==> config.mk <==
export PLATFORM = sky130hd
export DESIGN_NAME = fns_cac_encoder_seq
export DESIGN_NICKNAME = d
export VERILOG_FILES = /design/src/rtl/fns_cac_pkg.sv /design/src/rtl/fns_weight_gen.sv /design/src/rtl/fns_cac_encoder_seq.sv
export SDC_FILE = /design/constraint.sdc
export NUM_CORES = 1
export LEC_CHECK = 0
export CORE_ASPECT_RATIO = 1.2
export CORE_MARGIN = 1
export CORE_UTILIZATION = 40
export DETAILED_ROUTE_END_ITERATION = 8
export RECOVER_POWER = 25
export SLEW_MARGIN = 20
export SYNTH_ARGS = -nofsm -noshare
export SYNTH_HDL_FRONTEND = slang
export SYNTH_HIERARCHICAL = 1
export SYNTH_SLANG_ARGS = --single-unit
==> constraint.sdc <==
create_clock -name clock -period 2.6 [get_ports clock]
set_input_delay 0.26 -clock clock [delete_from_list [all_inputs] [get_ports clock]]
set_output_delay 0.26 -clock clock [all_outputs]
set_load 0.1 [all_outputs]
==> src/rtl/fns_cac_pkg.sv <==
// Shared types and helpers for the FNS crosstalk-avoidance TSV encoder.
// Holds the FSM state type, the saturating adder and the default widths.
package fns_cac_pkg;

    typedef enum logic [1:0] {
        ST_IDLE = 2'd0,
        ST_ENC  = 2'd1,
        ST_DONE = 2'd2
    } state_e;

    localparam int DEF_DATA_W = 4;
    localparam int DEF_CODE_W = 6;
    localparam int DEF_ACC_W  = DEF_DATA_W + 2;
    localparam int SAT_MAX_W  = 32;

    // Callers zero-extend into SAT_MAX_W and truncate the result back to acc_w.
    function automatic logic [SAT_MAX_W-1:0] sat_add(
        input logic [SAT_MAX_W-1:0] a,
        input logic [SAT_MAX_W-1:0] b,
        input int unsigned          acc_w
    );
        logic [SAT_MAX_W:0] sum;
        logic [SAT_MAX_W:0] lim;
        sum = {1'b0, a} + {1'b0, b};
        lim = ({{SAT_MAX_W{1'b0}}, 1'b1} << acc_w) - 1'b1;
        return (sum > lim) ? lim[SAT_MAX_W-1:0] : sum[SAT_MAX_W-1:0];
    endfunction

endpackage

==> src/rtl/fns_weight_gen.sv <==
// Combinational Fibonacci weight table over the enabled TSVs plus their total capacity.
// Disabled positions get weight 0; the chain restarts its spacing only over healthy lanes.
module fns_weight_gen
    import fns_cac_pkg::*;
#(
    parameter int CODE_W = DEF_CODE_W,
    parameter int ACC_W  = DEF_ACC_W
) (
    input  logic [CODE_W-1:0] i_en,
    output logic [ACC_W-1:0]  o_w [CODE_W],
    output logic [ACC_W-1:0]  o_cap
);

    always_comb begin
        logic [ACC_W-1:0] nxt;
        logic [ACC_W-1:0] prv;
        logic [ACC_W-1:0] tmp;
        logic [ACC_W-1:0] cap;
        nxt = ACC_W'(1);
        prv = '0;
        tmp = '0;
        cap = '0;
        for (int i = 0; i < CODE_W; i++) begin
            o_w[i] = '0;
            if (i_en[i]) begin
                o_w[i] = nxt;
                cap    = ACC_W'(sat_add(SAT_MAX_W'(cap), SAT_MAX_W'(nxt), unsigned'(ACC_W)));
                tmp    = ACC_W'(sat_add(SAT_MAX_W'(nxt), SAT_MAX_W'(prv), unsigned'(ACC_W)));
                prv    = nxt;
                nxt    = tmp;
            end
        end
        o_cap = cap;
    end

endmodule

==> src/rtl/fns_cac_encoder_seq.sv <==
// Sequential FNS crosstalk-avoidance encoder: greedy, one code bit per cycle, MSB first.
// Optional FNS_CAC_SELFCHECK_EN adds chk_err, a decode-back comparison while in DONE.
module fns_cac_encoder_seq
    import fns_cac_pkg::*;
#(
    parameter int DATA_W = DEF_DATA_W,
    parameter int CODE_W = DEF_CODE_W,
    parameter int ACC_W  = DATA_W + 2
) (
    input  logic              clock,
    input  logic              reset_n,
    input  logic              in_valid,
    output logic              in_ready,
    input  logic [DATA_W-1:0] datain,
    input  logic [CODE_W-1:0] en_flag,
    output logic              out_valid,
    input  logic              out_ready,
    output logic [CODE_W-1:0] codeout,
`ifdef FNS_CAC_SELFCHECK_EN
    output logic              chk_err,
`endif
    output logic              ovf
);

    localparam int IDX_W = $clog2(CODE_W);

    state_e            r_state;
    state_e            w_state_nxt;
    logic [CODE_W-1:0] r_en;
    logic [ACC_W-1:0]  r_w [CODE_W];
    logic [ACC_W-1:0]  r_rem;
    logic [IDX_W-1:0]  r_idx;
    logic [CODE_W-1:0] r_code;
    logic              r_ovf;
    logic [ACC_W-1:0]  w_w [CODE_W];
    logic [ACC_W-1:0]  w_cap;
    logic              w_bit;
    logic              w_accept;

    fns_weight_gen #(.CODE_W(CODE_W), .ACC_W(ACC_W)) u_weight_gen (
        .i_en  (en_flag),
        .o_w   (w_w),
        .o_cap (w_cap)
    );

    assign in_ready  = (r_state == ST_IDLE);
    assign out_valid = (r_state == ST_DONE);
    assign codeout   = r_code;
    assign ovf       = r_ovf;
    assign w_accept  = in_valid && in_ready;

    // On overflow every enabled lane is driven high, still spending one cycle per bit.
    assign w_bit = r_ovf ? r_en[r_idx] : (r_en[r_idx] && (r_rem >= r_w[r_idx]));

    always_comb begin
        w_state_nxt = r_state;
        case (r_state)
            ST_IDLE: if (in_valid)       w_state_nxt = ST_ENC;
            ST_ENC:  if (r_idx == '0)    w_state_nxt = ST_DONE;
            ST_DONE: if (out_ready)      w_state_nxt = ST_IDLE;
            default:                     w_state_nxt = ST_IDLE;
        endcase
    end

    always_ff @(posedge clock or negedge reset_n) begin
        if (!reset_n) begin
            r_state <= ST_IDLE;
            r_en    <= '0;
            r_rem   <= '0;
            r_idx   <= '0;
            r_code  <= '0;
            r_ovf   <= 1'b0;
            for (int i = 0; i < CODE_W; i++) r_w[i] <= '0;
        end else begin
            r_state <= w_state_nxt;
            if (w_accept) begin
                r_en   <= en_flag;
                r_w    <= w_w;
                r_rem  <= ACC_W'(datain);
                r_idx  <= IDX_W'(CODE_W - 1);
                r_code <= '0;
                r_ovf  <= (ACC_W'(datain) > w_cap);
            end else if (r_state == ST_ENC) begin
                r_code[r_idx] <= w_bit;
                if (w_bit && !r_ovf) r_rem <= r_rem - r_w[r_idx];
                if (r_idx != '0) r_idx <= r_idx - 1'b1;
            end
        end
    end

`ifdef FNS_CAC_SELFCHECK_EN
    logic [DATA_W-1:0] r_data;
    logic [ACC_W-1:0]  w_dec;

    always_ff @(posedge clock or negedge reset_n) begin
        if (!reset_n)      r_data <= '0;
        else if (w_accept) r_data <= datain;
    end

    always_comb begin
        w_dec = '0;
        for (int i = 0; i < CODE_W; i++) begin
            if (r_code[i])
                w_dec = ACC_W'(sat_add(SAT_MAX_W'(w_dec), SAT_MAX_W'(r_w[i]), unsigned'(ACC_W)));
        end
    end

    assign chk_err = (r_state == ST_DONE) && (w_dec != ACC_W'(r_data)) && !r_ovf;
`endif

endmodule

==> impl_metrics.xml <==
<?xml version="1.0" encoding="UTF-8"?>
<metrics>
  <group name="run_status">
    <metric name="run_status" unit="">finished, violations left</metric>
    <metric name="violations" unit="">max-capacitance violations, max-slew violations, negative setup slack</metric>
  </group>
  <group name="synth">
    <metric name="number_of_synthesized_flops_with_an_enable_pin" unit="">0</metric>
    <metric name="yosysCellCount" unit="">528</metric>
    <metric name="syn-instance-count" unit="">528</metric>
    <metric name="yosys.cell_count.top_type" unit="">nand2_1</metric>
    <metric name="syn_area_per_cell" unit="um2">8.30</metric>
    <metric name="share_of_synthesized_registers_carrying_an_async_set_or_reset" unit="%">100</metric>
    <metric name="mappedNetlistArea" unit="um2">4380</metric>
    <metric name="top_cells_by_count" unit="">nand2_1, dfrtp_1, ha_1</metric>
    <metric name="synth.distinct_cells" unit="">55</metric>
    <metric name="synth_top_area_share" unit="%">34.3</metric>
    <metric name="synthFlopType" unit="">dfrtp_1</metric>
    <metric name="yosysWarningCount" unit="">6</metric>
    <metric name="yosysChipArea" unit="um2">4380</metric>
    <metric name="synth_flops" unit="">60</metric>
    <metric name="area_leaders" unit="">dfrtp_1, nand2_1, ha_1</metric>
  </group>
  <group name="route">
    <metric name="detail-route-antenna-nets" unit="">0</metric>
    <metric name="viasPerCell" unit="">4.86</metric>
    <metric name="route.detailed.drc" unit="">0</metric>
    <metric name="detail_route.first_pass.iterations" unit="">4</metric>
    <metric name="wl_per_cell" unit="um">13.7</metric>
    <metric name="drt_iter0_markers" unit="">157</metric>
  </group>
  <group name="placed_design">
    <metric name="gp_congestion" unit="">0.898</metric>
    <metric name="placement.setup.worst_slack" unit="ns">-2.08</metric>
    <metric name="placedCellCount" unit="">729</metric>
    <metric name="placement.cell_area" unit="um2">5210</metric>
  </group>
  <group name="sta">
    <metric name="worst_slack" unit="ns">-1.16</metric>
    <metric name="finalSetupViolations" unit="">1</metric>
    <metric name="max_slew_margin" unit="%">-1.06</metric>
    <metric name="fin_crit_sh" unit="%">144</metric>
    <metric name="drv_slew" unit="">61</metric>
    <metric name="clock_skews" unit="ns">0.00386</metric>
    <metric name="totalNegativeSetupSlack" unit="ns">-1.16</metric>
    <metric name="hold_ws" unit="ns">0.254</metric>
    <metric name="report.final.hold_viol_count" unit="">0</metric>
    <metric name="fin_crit" unit="ns">3.76</metric>
    <metric name="unrepaired_setup_endpoints_after_global_routing" unit="">yes</metric>
  </group>
  <group name="final_layout">
    <metric name="num-fill-cells" unit="">931</metric>
    <metric name="diodes" unit="">0</metric>
    <metric name="final_nets" unit="">686</metric>
    <metric name="layout_utilization" unit="%">56.5</metric>
    <metric name="share_of_layout_cells_above_drive_strength_1" unit="%">31.5</metric>
    <metric name="final_area" unit="um2">5970</metric>
  </group>
  <group name="pwr">
    <metric name="p_per_area" unit="nW/um2">1130</metric>
    <metric name="ir_worst_vdd" unit="mV">0.531</metric>
    <metric name="total_power" unit="mW">6.75</metric>
  </group>
  <group name="worst_hold_path">
    <metric name="min_delay_path_depth" unit="">4</metric>
    <metric name="timing.hold.worst_endpoint" unit="">r_w[30]</metric>
    <metric name="hp-class" unit="">in -&gt; reg</metric>
  </group>
  <group name="critical_path">
    <metric name="setup.worst_path.start_class" unit="">input pin</metric>
    <metric name="slowest_delay" unit="ns">0.52</metric>
    <metric name="crit_top_cell" unit="">ha_4</metric>
    <metric name="critical_path.endpoint_type" unit="">flop</metric>
    <metric name="critPathLaunch" unit="">en_flag[0]</metric>
    <metric name="crit_path_cell_trace" unit="">buf_8, inv_4, ha_4, mux2i_4, ha_4, inv_2, fa_1, mux2i_4, ha_1, a21o_1, a21oi_2, mux2i_1, or2_4, ha_4, and3b_1, o21ai_1, o31a_1, inv_2, ha_4, nand4_1, nand3_1, o21ai_1</metric>
    <metric name="r2r_setup_slack" unit="ns">0.10</metric>
    <metric name="cpLargestDelayFamily" unit="">adder cells</metric>
    <metric name="cp_data_arrival_time" unit="ns">3.97</metric>
    <metric name="depth_of_the_worst_register_to_register_path" unit="">11</metric>
    <metric name="critical_path_cell_count" unit="">22</metric>
    <metric name="cpMaxStageDelayCell" unit="">fa_1</metric>
    <metric name="critical_path.reg2reg.endpoint" unit="">r_rem[0]</metric>
    <metric name="crit_fanout" unit="">4</metric>
    <metric name="critPathKind" unit="">in -&gt; reg</metric>
    <metric name="crit_end" unit="">ovf</metric>
  </group>
  <group name="floorplanning">
    <metric name="chipWidth" unit="um">97.6</metric>
    <metric name="row_count" unit="">41</metric>
    <metric name="fp_util" unit="%">41.5</metric>
  </group>
  <group name="clocking">
    <metric name="clock_path_buffers" unit="">2</metric>
    <metric name="clk_root_buffer_cell" unit="">clkbuf_16</metric>
    <metric name="post-cts-setup-buffer-count" unit="">11</metric>
    <metric name="numCtsBuffers" unit="">9</metric>
    <metric name="clock_tree.htree_level_count" unit="">3</metric>
    <metric name="post_cts_hold_buffer_count" unit="">0</metric>
  </group>
  <group name="global_route">
    <metric name="grt_first_pass_wirelength" unit="um">17200</metric>
    <metric name="remaining_global_route_overflow" unit="">0</metric>
    <metric name="grt_use_total" unit="%">18.9</metric>
    <metric name="largest_net_degree_at_the_start_of_global_routing" unit="">61</metric>
  </group>
  <group name="flow_run">
    <metric name="total_of_max_cap_violations" unit="">1</metric>
  </group>
</metrics>
layout make-up:
class	count	area (um2)	share of cell area [%]
clock buffers	13	260	4.36
clock inverters	2	10.0	0.168
inverters	27	106	1.78
multi-input cells	415	2950	49.4
flip-flops and latches	60	1500	25.2
well taps	129	161	2.70
repair buffers	121	980	16.4
metal layers:
layer  routed length (um)  up-vias  GRT usage, %  share of wire (%)
met5                    0        -             0                  0
met4                  117        0          7.75                1.1
met3                  197        9          2.21                1.9
met2                 5520       46          34.3                 52
met1                 4680     1737          23.0                 45
li1                     -     1934             -                  -
report_power, final:
part | internal, mW | switching, mW | leakage [nW] | total (mW)
Combinational | 1.84 | 2.23 | 2.07 | 4.07
Clock | 0.687 | 0.388 | 0.135 | 1.07
Sequential | 1.34 | 0.269 | 0.762 | 1.61
placed cells by master, fill, tap and decap left out, types with 14 or more instances in the layout:
cell type and n:
nor2_1 22, buf_4 98, nand3_1 14, dfrtp_1 58
ha_1 19, nand2_1 145, inv_1 19, conb_1 20
mux2i_1 23, a21oi_1 15
registers in the layout (all words and copies together) (netlist names):
register and flops:
r_en 6, r_state 2, r_w 36, ovf 1, r_rem 6, r_idx 3, codeout 6
cell families (layout without fill, tap and decap cells):
| kind of cell | count (synthesis) | count (layout) | share of synthesized area [%] |
|---|---|---|---|
| and+or+nand+nor | 235 | 235 | 23.9 |
| AOI/OAI and AO/OA | 78 | 78 | 11.0 |
| buffers and inverters | 72 | 163 | 8.59 |
| DFF | 60 | 60 | 34.3 |
| adders and majority gates | 38 | 38 | 11.7 |
| muxes | 37 | 37 | 9.05 |
| xor gates and xnor gates | 7 | 7 | 1.40 |
| other | 1 | 20 | 0.0856 |
### Wires at chosen ports, followed through buffers

Scale: 3 px per um.
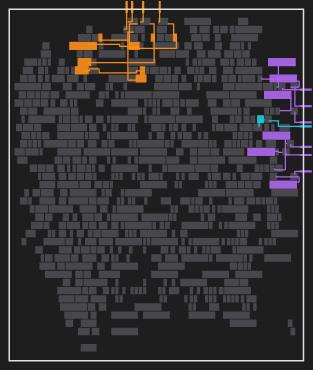
Cyan marks out_valid, direction output, edge east, end cells 1, buffers 1, wire 16.9 um. Orange marks datain, direction input, edge north, end cells 10, buffers 4, wire 166 um. Purple marks codeout, direction output, edge east, end cells 6, buffers 6, wire 103 um.
IO Pins: 23
quantity of I/O buffers inserted on ports: 22

### Wiring by layer

Scale: 4 px per um. Two of the layers only.
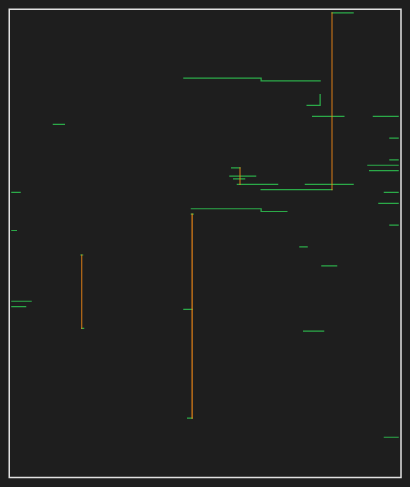
Orange marks metal 4, wire length 118 um. Green marks metal 3, wire length 197 um.
drt total wl: 10500 um
Vias: 3726

### Clock nets

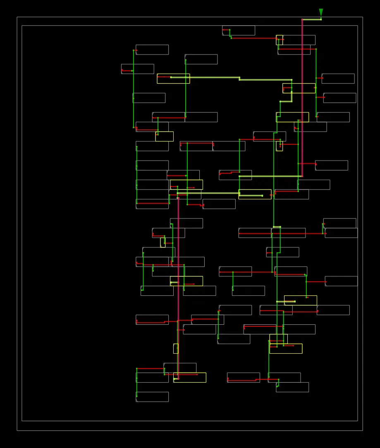
# clk buffers: 13
count of flip-flops and latches: 60
clock group power: 1.07 mW
clk sinks: 60

### A small window of the routed layout

Window x 63 to 83, y 78 to 98 um. Cells in gray, sequential cells in the stronger gray; small squares are vias.
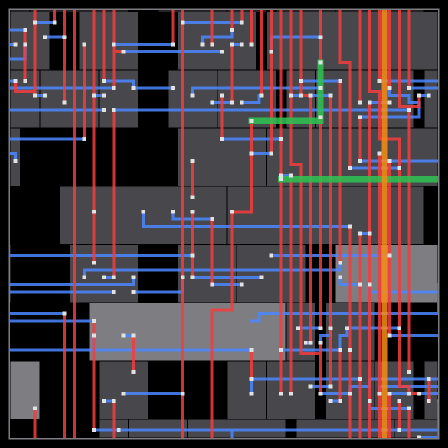
Orange marks metal 4. Red marks metal 2. Green marks metal 3. Blue marks metal 1.
Most frequent: buf_4 (4). 27 logic cells have their middle in the window. Sequential cells in the window: 2. Netlist names of flops here include r_state (2).

### Signal wires on met2

Scale: 3 px per um. Cells faint in the background.
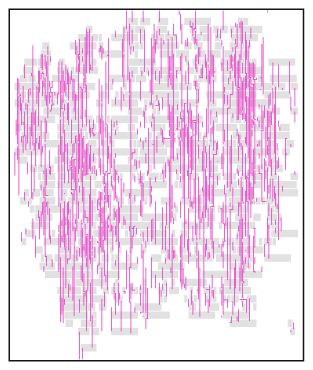
537 nets have wire on it. The layer carries 5520 um of wire.
global-route met2 utilization: 34.3%

Power figures rest on the tool's default switching activity, not on a simulated workload.
